## src/rtl/seg7_score_display_if.sv

```systemverilog
// Load/status/segment bundle between a score source and the 7-segment driver.
// The master side requests conversions; the slave side is the display driver.
interface seg7_score_display_if #(
  parameter int NUM_DIGITS = 3,
  parameter int BIN_WIDTH  = 10
);
  logic [BIN_WIDTH-1:0]    value;
  logic                    load;
  logic                    blank_lz;
  logic                    blink_en;
  logic                    busy;
  logic                    done;
  logic                    overflow;
  logic [7*NUM_DIGITS-1:0] leds;

  modport master (
    output value, load, blank_lz, blink_en,
    input  busy, done, overflow, leds
  );

  modport slave (
    input  value, load, blank_lz, blink_en,
    output busy, done, overflow, leds
  );
endinterface

```

## src/rtl/seg7_score_display.sv

```systemverilog
// Sequential double-dabble binary-to-BCD converter driving NUM_DIGITS active-low
// 7-segment digits with leading-zero blanking, overflow dashes and blinking.
module seg7_score_display #(
  parameter int NUM_DIGITS = 3,
  parameter int BIN_WIDTH  = 10,
  parameter int BLINK_DIV  = 25000000
) (
  input  logic                 clk,
  input  logic                 reset,
  seg7_score_display_if.slave  bus
);

  localparam int LED_W = 7 * NUM_DIGITS;
  localparam int BCD_W = 4 * NUM_DIGITS;
  localparam int CNT_W = $clog2(BIN_WIDTH + 1);
  localparam int BLK_W = (BLINK_DIV > 1) ? $clog2(BLINK_DIV) : 1;
  // A limit wider than the input can never be reached, so the compare is simply never true.
  localparam logic [63:0] OVF_LIMIT = 64'(10) ** NUM_DIGITS;

  localparam logic [6:0] SEG_BLANK = 7'b1111111;
  localparam logic [6:0] SEG_DASH  = 7'b0111111;

  typedef enum logic [1:0] {IDLE, SHIFT, LATCH} state_t;

  state_t               state_q;
  logic [BIN_WIDTH-1:0] bin_q;
  logic [BCD_W-1:0]     bcd_q;
  logic [CNT_W-1:0]     cnt_q;
  logic                 lz_q;
  logic                 ovf_q;
  logic [LED_W-1:0]     disp_q;
  logic [LED_W-1:0]     leds_q;
  logic                 busy_q;
  logic                 done_q;
  logic                 overflow_q;
  logic [BLK_W-1:0]     blink_cnt_q;
  logic                 phase_q;

  logic [BCD_W-1:0]     bcd_adj;
  logic [LED_W-1:0]     new_pat;
  logic [LED_W-1:0]     disp_next;
  logic                 blanked;

  function automatic logic [6:0] seg7(input logic [3:0] d);
    case (d)
      4'd0:    seg7 = 7'b1000000;
      4'd1:    seg7 = 7'b1111001;
      4'd2:    seg7 = 7'b0100100;
      4'd3:    seg7 = 7'b0110000;
      4'd4:    seg7 = 7'b0011001;
      4'd5:    seg7 = 7'b0010010;
      4'd6:    seg7 = 7'b0000010;
      4'd7:    seg7 = 7'b1111000;
      4'd8:    seg7 = 7'b0000000;
      4'd9:    seg7 = 7'b0010000;
      default: seg7 = SEG_BLANK;
    endcase
  endfunction

  // Double-dabble correction: any nibble >= 5 would exceed 9 after the shift.
  always_comb begin
    // NOTE: every always_comb output gets a full default first so no path can infer a latch.
    bcd_adj = bcd_q;
    for (int k = 0; k < NUM_DIGITS; k++) begin
      if (bcd_q[4*k +: 4] >= 4'd5) bcd_adj[4*k +: 4] = bcd_q[4*k +: 4] + 4'd3;
    end
  end

  // Scan from the top digit down so "seen" marks the first nonzero digit.
  always_comb begin
    logic seen;
    seen    = 1'b0;
    new_pat = '1;
    for (int k = NUM_DIGITS - 1; k >= 0; k--) begin
      if (bcd_q[4*k +: 4] != 4'd0) seen = 1'b1;
      if (ovf_q)                           new_pat[7*k +: 7] = SEG_DASH;
      else if (lz_q && !seen && k != 0)    new_pat[7*k +: 7] = SEG_BLANK;
      else                                 new_pat[7*k +: 7] = seg7(bcd_q[4*k +: 4]);
    end
  end

  assign disp_next = (state_q == LATCH) ? new_pat : disp_q;
  assign blanked   = bus.blink_en && !phase_q;

  // NOTE: sequential state uses non-blocking assignments so every register samples pre-edge values.
  always_ff @(posedge clk or posedge reset) begin
    if (reset) begin
      state_q     <= IDLE;
      bin_q       <= '0;
      bcd_q       <= '0;
      cnt_q       <= '0;
      lz_q        <= 1'b0;
      ovf_q       <= 1'b0;
      disp_q      <= '1;
      leds_q      <= '1;
      busy_q      <= 1'b0;
      done_q      <= 1'b0;
      overflow_q  <= 1'b0;
      blink_cnt_q <= '0;
      phase_q     <= 1'b1;
    end else begin
      if (blink_cnt_q == BLK_W'(BLINK_DIV - 1)) begin
        blink_cnt_q <= '0;
        phase_q     <= ~phase_q;
      end else begin
        blink_cnt_q <= blink_cnt_q + BLK_W'(1);
      end

      disp_q <= disp_next;
      leds_q <= blanked ? '1 : disp_next;
      done_q <= 1'b0;

      case (state_q)
        IDLE: begin
          if (bus.load) begin
            bin_q   <= bus.value;
            bcd_q   <= '0;
            lz_q    <= bus.blank_lz;
            ovf_q   <= (64'(bus.value) >= OVF_LIMIT);
            cnt_q   <= CNT_W'(BIN_WIDTH);
            busy_q  <= 1'b1;
            state_q <= SHIFT;
          end
        end
        SHIFT: begin
          {bcd_q, bin_q} <= {bcd_adj[BCD_W-2:0], bin_q, 1'b0};
          cnt_q          <= cnt_q - CNT_W'(1);
          if (cnt_q == CNT_W'(1)) state_q <= LATCH;
        end
        LATCH: begin
          overflow_q <= ovf_q;
          busy_q     <= 1'b0;
          done_q     <= 1'b1;
          state_q    <= IDLE;
        end
        default: state_q <= IDLE;
      endcase
    end
  end

  assign bus.busy     = busy_q;
  assign bus.done     = done_q;
  assign bus.overflow = overflow_q;
  assign bus.leds     = leds_q;

endmodule

```

## src/flat_wrapper.sv

```systemverilog
// flat-port wrapper written by rule: the top's interface ports become plain ports
module seg7_score_display_flat 
#(
  parameter int NUM_DIGITS = 3,
  parameter int BIN_WIDTH  = 10,
  parameter int BLINK_DIV  = 25000000
)
  (clk, reset, bus_value, bus_load, bus_blank_lz, bus_blink_en, bus_busy, bus_done, bus_overflow, bus_leds);
  seg7_score_display_if #(.NUM_DIGITS(NUM_DIGITS), .BIN_WIDTH(BIN_WIDTH)) bus_i ();
  input  logic clk;
  input  logic reset;
  input wire logic [$bits(bus_i.value)-1:0] bus_value;
  input wire logic [$bits(bus_i.load)-1:0] bus_load;
  input wire logic [$bits(bus_i.blank_lz)-1:0] bus_blank_lz;
  input wire logic [$bits(bus_i.blink_en)-1:0] bus_blink_en;
  output wire logic [$bits(bus_i.busy)-1:0] bus_busy;
  output wire logic [$bits(bus_i.done)-1:0] bus_done;
  output wire logic [$bits(bus_i.overflow)-1:0] bus_overflow;
  output wire logic [$bits(bus_i.leds)-1:0] bus_leds;
  assign bus_i.value = bus_value;
  assign bus_i.load = bus_load;
  assign bus_i.blank_lz = bus_blank_lz;
  assign bus_i.blink_en = bus_blink_en;
  assign bus_busy = bus_i.busy;
  assign bus_done = bus_i.done;
  assign bus_overflow = bus_i.overflow;
  assign bus_leds = bus_i.leds;
  seg7_score_display #(.NUM_DIGITS(NUM_DIGITS), .BIN_WIDTH(BIN_WIDTH), .BLINK_DIV(BLINK_DIV)) u_core (.clk(clk), .reset(reset), .bus(bus_i));
endmodule
```

## config.mk

```make
export PLATFORM = sky130hd
export DESIGN_NAME = seg7_score_display_flat
export DESIGN_NICKNAME = d
export VERILOG_FILES = /design/src/rtl/seg7_score_display_if.sv /design/src/rtl/seg7_score_display.sv /design/src/flat_wrapper.sv
export SDC_FILE = /design/constraint.sdc
export NUM_CORES = 1
export LEC_CHECK = 0
export CORE_UTILIZATION = 50
export CTS_BUF_LIST = sky130_fd_sc_hd__clkbuf_2 sky130_fd_sc_hd__clkbuf_4 sky130_fd_sc_hd__clkbuf_8
export DETAILED_ROUTE_END_ITERATION = 12
export PLACE_DENSITY = 0.77
export REMOVE_ABC_BUFFERS = 1
export SETUP_SLACK_MARGIN = 0.05
export SYNTH_ARGS = -nofsm -noshare
export SYNTH_HDL_FRONTEND = slang
export SYNTH_SLANG_ARGS = --single-unit
```

## constraint.sdc

```tcl
create_clock -name clk -period 4.7 [get_ports clk]
set_clock_uncertainty 0.15 [all_clocks]
set_input_delay 0.47 -clock clk [delete_from_list [all_inputs] [get_ports clk]]
set_output_delay 0.47 -clock clk [all_outputs]
set_load 0.05 [all_outputs]
```

==> metrics.cfg, run 1 <==
[final_timing]
setup_viol = 0
rsz0062_at_grt = no
slew_viol_final = 0
slew_headroom = 0.3296

[outcome]
outcome = finished, final reports clean

[yosys]
synth.cells.most_frequent = 58 x dfrtp_1, 43 x dfstp_2, 38 x nand2_1, 38 x nor2_1, 31 x o21ai_0
yosysTopAreaCellShare = 0.2912
ys_cells = 479
synthCells = 479
area_leaders = dfrtp_1 29%, dfstp_2 23%, ha_1 5.3%
logic_family = simple AND/OR/NAND/NOR gates
edf_count = 0
yosysWarnings = 0
synth-xor-area-share = 0.03338
mux_area_frac = 0.03037
synth-simple-area-share = 0.1847
yosysTopAreaCell = dfrtp_1
ys_async_sr_fraction = 1.000
top_cell = dfrtp_1
synth_area_per_cell_um2 = 10.41

[final_layout]
nClkBuffers = 12
antenna_cells = 0
mostFrequentLayoutCell = dfrtp_1
combGateArea_um2 = 2196
dominant_cells = sequential cells
fin_area_um2 = 5599
largest_reg_flops = 25
clk_share = 0.03263
fillers = 866
seqCellArea_um2 = 2581

[clock_tree]
cts-buffers-inserted = 9
clock-sinks = 101
cts_hold_buf = 0
clockBufferDepth = 2
cts_setup_buffers = 0
clk_latency_ns = 0.37
cts_tree = done
ctsResizeCount = 0

[pwr]
pg_seq_mw = 1.43
p_int_mw = 2.002
power-top-group = sequential cells
power_frac_seq = 0.432
combinationalPowerShare = 0.411

[routing]
routed_wl_um = 9551
drt-initial-drc-count = 164
drt_first_pass_iters = 4

[floorplanning]
core_area_um2 = 9729
die_w_um = 101.8
die_area_um2 = 10370

[placed_design]
portBuffers = 38

[worst_setup_path]
worst-path-buf-inv = 1
end_kind = flip-flop
cpPeakStageDelay_ns = 0.55
crit_top_cell = nand2b_1
start_kind = flip-flop
cp_max_fo = 20
path_cells = nand2b_1 > inv_1 > nand2b_1 > o32a_1 > nand2b_1
regToRegEndpoint = u_core.bus.leds[11]$_DFF_PP1_
criticalPathCategory = reg -> reg
cp_data_required_time_ns = 4.83
reg2reg_slack_ns = 2.11
slowest_stage = inv_1
reg2reg_from = u_core.state_q[0]$_DFFE_PP0P_

[global_routing]
antenna_found_initial = 0

[flow_run]
tool_warnings = 38
maxCapViolCount = 0

[hold_path]
hold_path_depth = 2

## run 1: how the worst max path moves through the flow
| stage | start | end | slack [ns] | cells past startpoint |
|---|---|---|---|---|
| after detailed placement | u_core.state_q[0]$_DFFE_PP0P_ | u_core.bus.leds[11]$_DFF_PP1_ | 2.11 | 5 |
| after global routing | u_core.state_q[0]$_DFFE_PP0P_ | u_core.bus.leds[8]$_DFF_PP1_ | 1.88 | 5 |
| final | u_core.state_q[0]$_DFFE_PP0P_ | u_core.bus.leds[11]$_DFF_PP1_ | 2.11 | 5 |
| after CTS | u_core.state_q[0]$_DFFE_PP0P_ | u_core.bus.leds[11]$_DFF_PP1_ | 2.09 | 5 |
| after global placement | u_core.state_q[0]$_DFFE_PP0P_ | u_core.bus.leds[11]$_DFF_PP1_ | 2.22 | 5 |
| after floorplan | reset | u_core.bcd_q[0]$_DFFE_PP0P_ | 1.50 | 1 |
## run 1: per-stage QoR
stage / setup slack (ns) / total power, mW / hold WS [ns] / util / std cells
3_3_place_gp: 2.222 / 2.755 / 0.3176 / 0.5567 / 627
6_report: 2.111 / 3.316 / 0.3458 / 0.5755 / 643
5_1_grt: 1.882 / 3.560 / 0.3625 / 0.5755 / 643
4_1_cts: 2.090 / 3.334 / 0.3498 / 0.5755 / 643
3_5_place_dp: 2.108 / 2.807 / 0.3305 / 0.5567 / 627
2_1_floorplan: 1.504 / 2.433 / 0.2992 / - / 455
## run 1: layer usage
metal / global-route usage / share of wire
met4: 0.05714 / 0.0089
met1: 0.2552 / 0.45
met2: 0.3446 / 0.50
met3: 0.04993 / 0.041
met5: 0 / 0
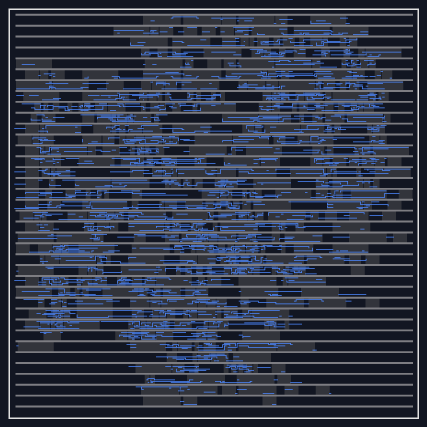
Fig. 1. Metal 1 (run 1).
(4 px per µm) Supply wires on this layer in grey.
- share of all routed wire: 45%
- nets with wire on the layer: 478

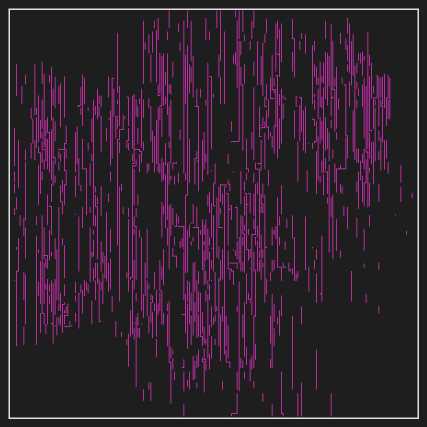
Fig. 2. M2 wires (run 1).
(4 px per µm)
- nets with wire on the layer: 458
- longest straight run: 41.8 µm
- main direction: vertical

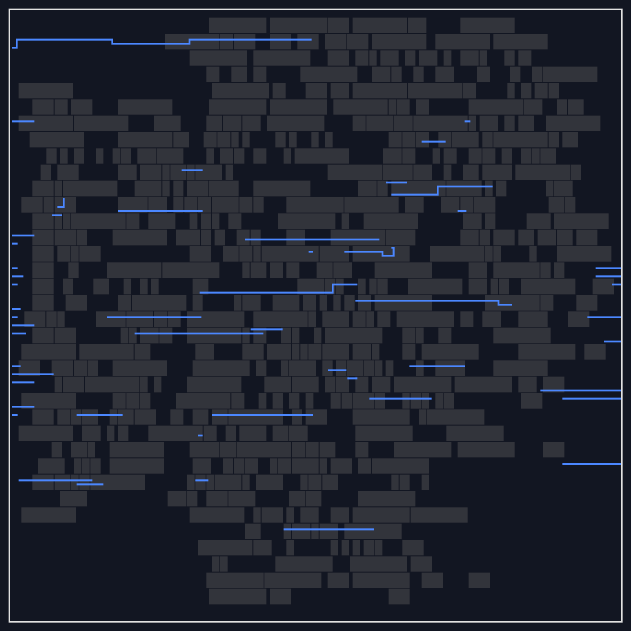
Fig. 3. Met3 routing (run 1).
(6 px per µm)
- longest straight run: 23.7 µm
- main direction: horizontal
- nets with wire on the layer: 42

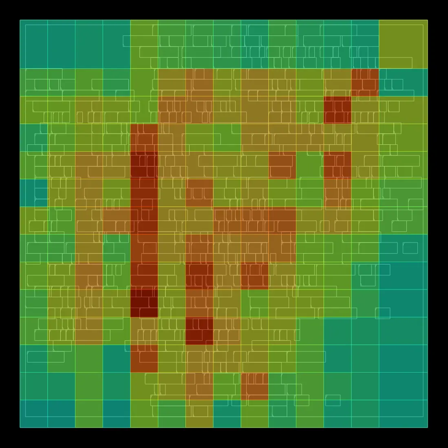
Fig. 4. Routing congestion map (run 1).
DR WL/cell: 14.85 µm
Top Usage Layer GRT: met2
GRT Util Overall: 0.2015
post-layout util: 0.5755

==> run 2: changes to the inputs <==
--- a/config.mk
+++ b/config.mk
@@ -8,7 +8,7 @@
 export CORE_UTILIZATION = 50
 export CTS_BUF_LIST = sky130_fd_sc_hd__clkbuf_2 sky130_fd_sc_hd__clkbuf_4 sky130_fd_sc_hd__clkbuf_8
 export DETAILED_ROUTE_END_ITERATION = 12
-export PLACE_DENSITY = 0.77
+export PLACE_DENSITY = 0.8
 export REMOVE_ABC_BUFFERS = 1
 export SETUP_SLACK_MARGIN = 0.05
 export SYNTH_ARGS = -nofsm -noshare
==> constraint.sdc (replaced) <==
create_clock -name clk -period 2.1 [get_ports clk]
set_clock_uncertainty 0.15 [all_clocks]
set_input_delay 0.21 -clock clk [delete_from_list [all_inputs] [get_ports clk]]
set_output_delay 0.21 -clock clk [all_outputs]
set_load 0.05 [all_outputs]
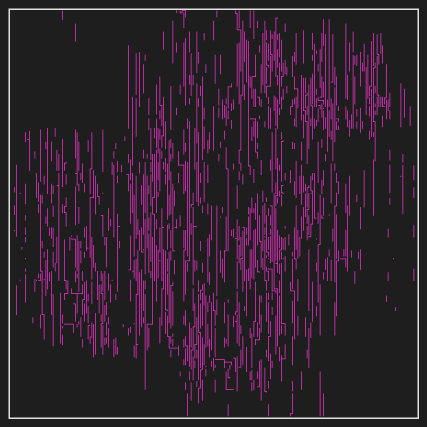
Fig. 5. M2 wires (run 2).
(4 px per µm)
- wire length on this layer: 4,760 µm
- share of all routed wire: 50%
- main direction: vertical

==> run 2 against run 1 <==
Compared with the run above:
- worst hold slack got worse by 0.11 ns
- sequential power increased by 120%
- power up 130%
- synthesized cell count did not move
- cell count up 2.2%
- register-to-register slack got worse by 1.9 ns
- combinational power rose by 130%
- count of clock-buffer cells in the layout shrank 2
- non-clock buffer count rose by 14
- first-iteration DRC count did not move
- clock power is 130% higher
- critical endpoint is now bus_overflow
==> metrics.cfg, run 2 <==
[yosys]
yosysWarnings = 0  ; unchanged
synth.cells.most_frequent = 58 x dfrtp_1, 43 x dfstp_2, 38 x nand2_1, 38 x nor2_1, 31 x o21ai_0
synth_area_per_cell_um2 = 10.41  ; unchanged
top_cell = dfrtp_1
synthCells = 479  ; unchanged
ys_cells = 479  ; unchanged
area_leaders = dfrtp_1 29%, dfstp_2 23%, ha_1 5.3%
yosysTopAreaCellShare = 0.2912  ; unchanged
edf_count = 0  ; unchanged
ys_async_sr_fraction = 1.000  ; unchanged
yosysTopAreaCell = dfrtp_1

[worst_setup_path]
path_cells = clkdlybuf4s50_1
regToRegEndpoint = u_core.bus.leds[11]$_DFF_PP1_
worstSetupEndpoint = bus_overflow
cp_data_required_time_ns = 1.74  ; -3.09 ns
cpPeakStageDelay_ns = 0.81  ; +0.26 ns
end_kind = output pin
reg2reg_slack_ns = 0.21  ; -1.90 ns
criticalPathCategory = reg -> out
cp-startpoint = u_core.bus.overflow$_DFFE_PP0P_
slowest_stage = clkdlybuf4s50_1
start_kind = flip-flop
worst-path-buf-inv = 1  ; unchanged

[routing]
drt_first_pass_iters = 5  ; +1
drt-initial-drc-count = 164  ; unchanged
routed_wl_um = 9566  ; +0.16%

[placed_design]
pre_cts_ws_ns = 0.1095  ; -1.999 ns
place_inst = 640  ; +2.1%
portBuffers = 38  ; unchanged

[global_routing]
antenna_found_initial = 0  ; unchanged
grtUsageTotal = 0.2009  ; -0.0005638

[clock_tree]
clk_latency_ns = 0.37  ; about the same
cts_setup_buffers = 0  ; unchanged
clockBufferDepth = 2  ; unchanged
cts-buffers-inserted = 9  ; unchanged
clock-sinks = 101  ; unchanged
cts_tree = done

[final_layout]
seqCellArea_um2 = 2581  ; unchanged
fillers = 847  ; -2.2%
largest_reg_flops = 25  ; unchanged
combGateArea_um2 = 2217  ; +0.97%
dominant_cells = sequential cells
clk_share = 0.03371  ; +0.001085
mostFrequentLayoutCell = dfrtp_1
fin_area_um2 = 5753  ; +2.7%
antenna_cells = 0  ; unchanged
finalNonFillerCells = 657  ; +2.2%

[final_timing]
slew_headroom = 0.5640  ; +0.2344
rsz0062_at_grt = no
setup_viol = 0  ; unchanged
setup_slack_ns = 0.1817  ; -1.930 ns

[flow_run]
tool_warnings = 38  ; unchanged

[floorplanning]
die_area_um2 = 10370  ; unchanged
die_w_um = 101.8  ; unchanged

[outcome]
outcome = finished, final reports clean

[pwr]
power_frac_seq = 0.427  ; -0.005
power_mw = 7.489  ; +130%
combinationalPowerShare = 0.414  ; +0.003

[hold_path]
hold_path_depth = 3  ; +1

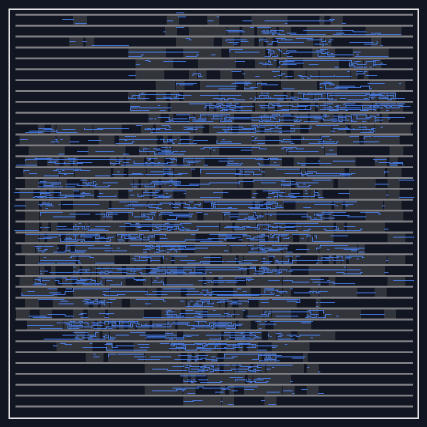
Fig. 6. Metal 1 (run 2).
(4 px per µm) Supply wires on this layer in grey.
- wire length on this layer: 4,260 µm
- longest straight run: 26.2 µm
- main direction: horizontal
- share of all routed wire: 45%
- nets with wire on the layer: 500

-- run 2: cell counts after synthesis --
Identical to the previous run, type by type.
-- run 2: cells by family (layout without fill, tap and decap cells) --
family / Yosys count / in the layout / share of synthesized area
AND/OR/NAND/NOR: 168 / 168 / 0.1847
AND-OR/OR-AND: 109 / 109 / 0.1393
flip-flops: 101 / 101 / 0.5178
buffers and inverters: 46 / 91 / 0.04167
adder cells (fa/ha/maj): 21 / 21 / 0.05271
XOR/XNOR: 19 / 19 / 0.03338
multiplexers: 15 / 15 / 0.03037
-- run 2: power groups by stage --
stage | clock, mW | combinational (mW) | sequential, mW
2_1_floorplan | 0 | 1.84 | 3.60
3_3_place_gp | 0 | 3.02 | 3.19
3_5_place_dp | 0 | 3.13 | 3.22
4_1_cts | 1.23 | 3.08 | 3.18
5_1_grt | 1.30 | 3.45 | 3.28
6_report | 1.19 | 3.10 | 3.20
-- run 2: stage by stage --
step / hold slack, ns / utilization
6_report: 0.2330 / 0.5913
5_1_grt: 0.2397 / 0.5913
4_1_cts: 0.2229 / 0.5881
3_5_place_dp: 0.3229 / 0.5693
3_3_place_gp: 0.3140 / 0.5693
2_1_floorplan: 0.1654 / -
-- run 2: per-layer routing --
metal	share of wire	vias up	global-route usage
met5	0	-	0
met3	0.038	16	0.03625
met2	0.50	84	0.3280
li1	-	1766	-
met1	0.45	1821	0.2644
met4	0.019	0	0.08791
-- run 2: timing repair --
action,CTS,global route
gates resized,17,10
hold buffers,1,0
setup endpoints to repair,17,22
hold endpoints to repair,15,0
Power and IR drop assume default switching activity.
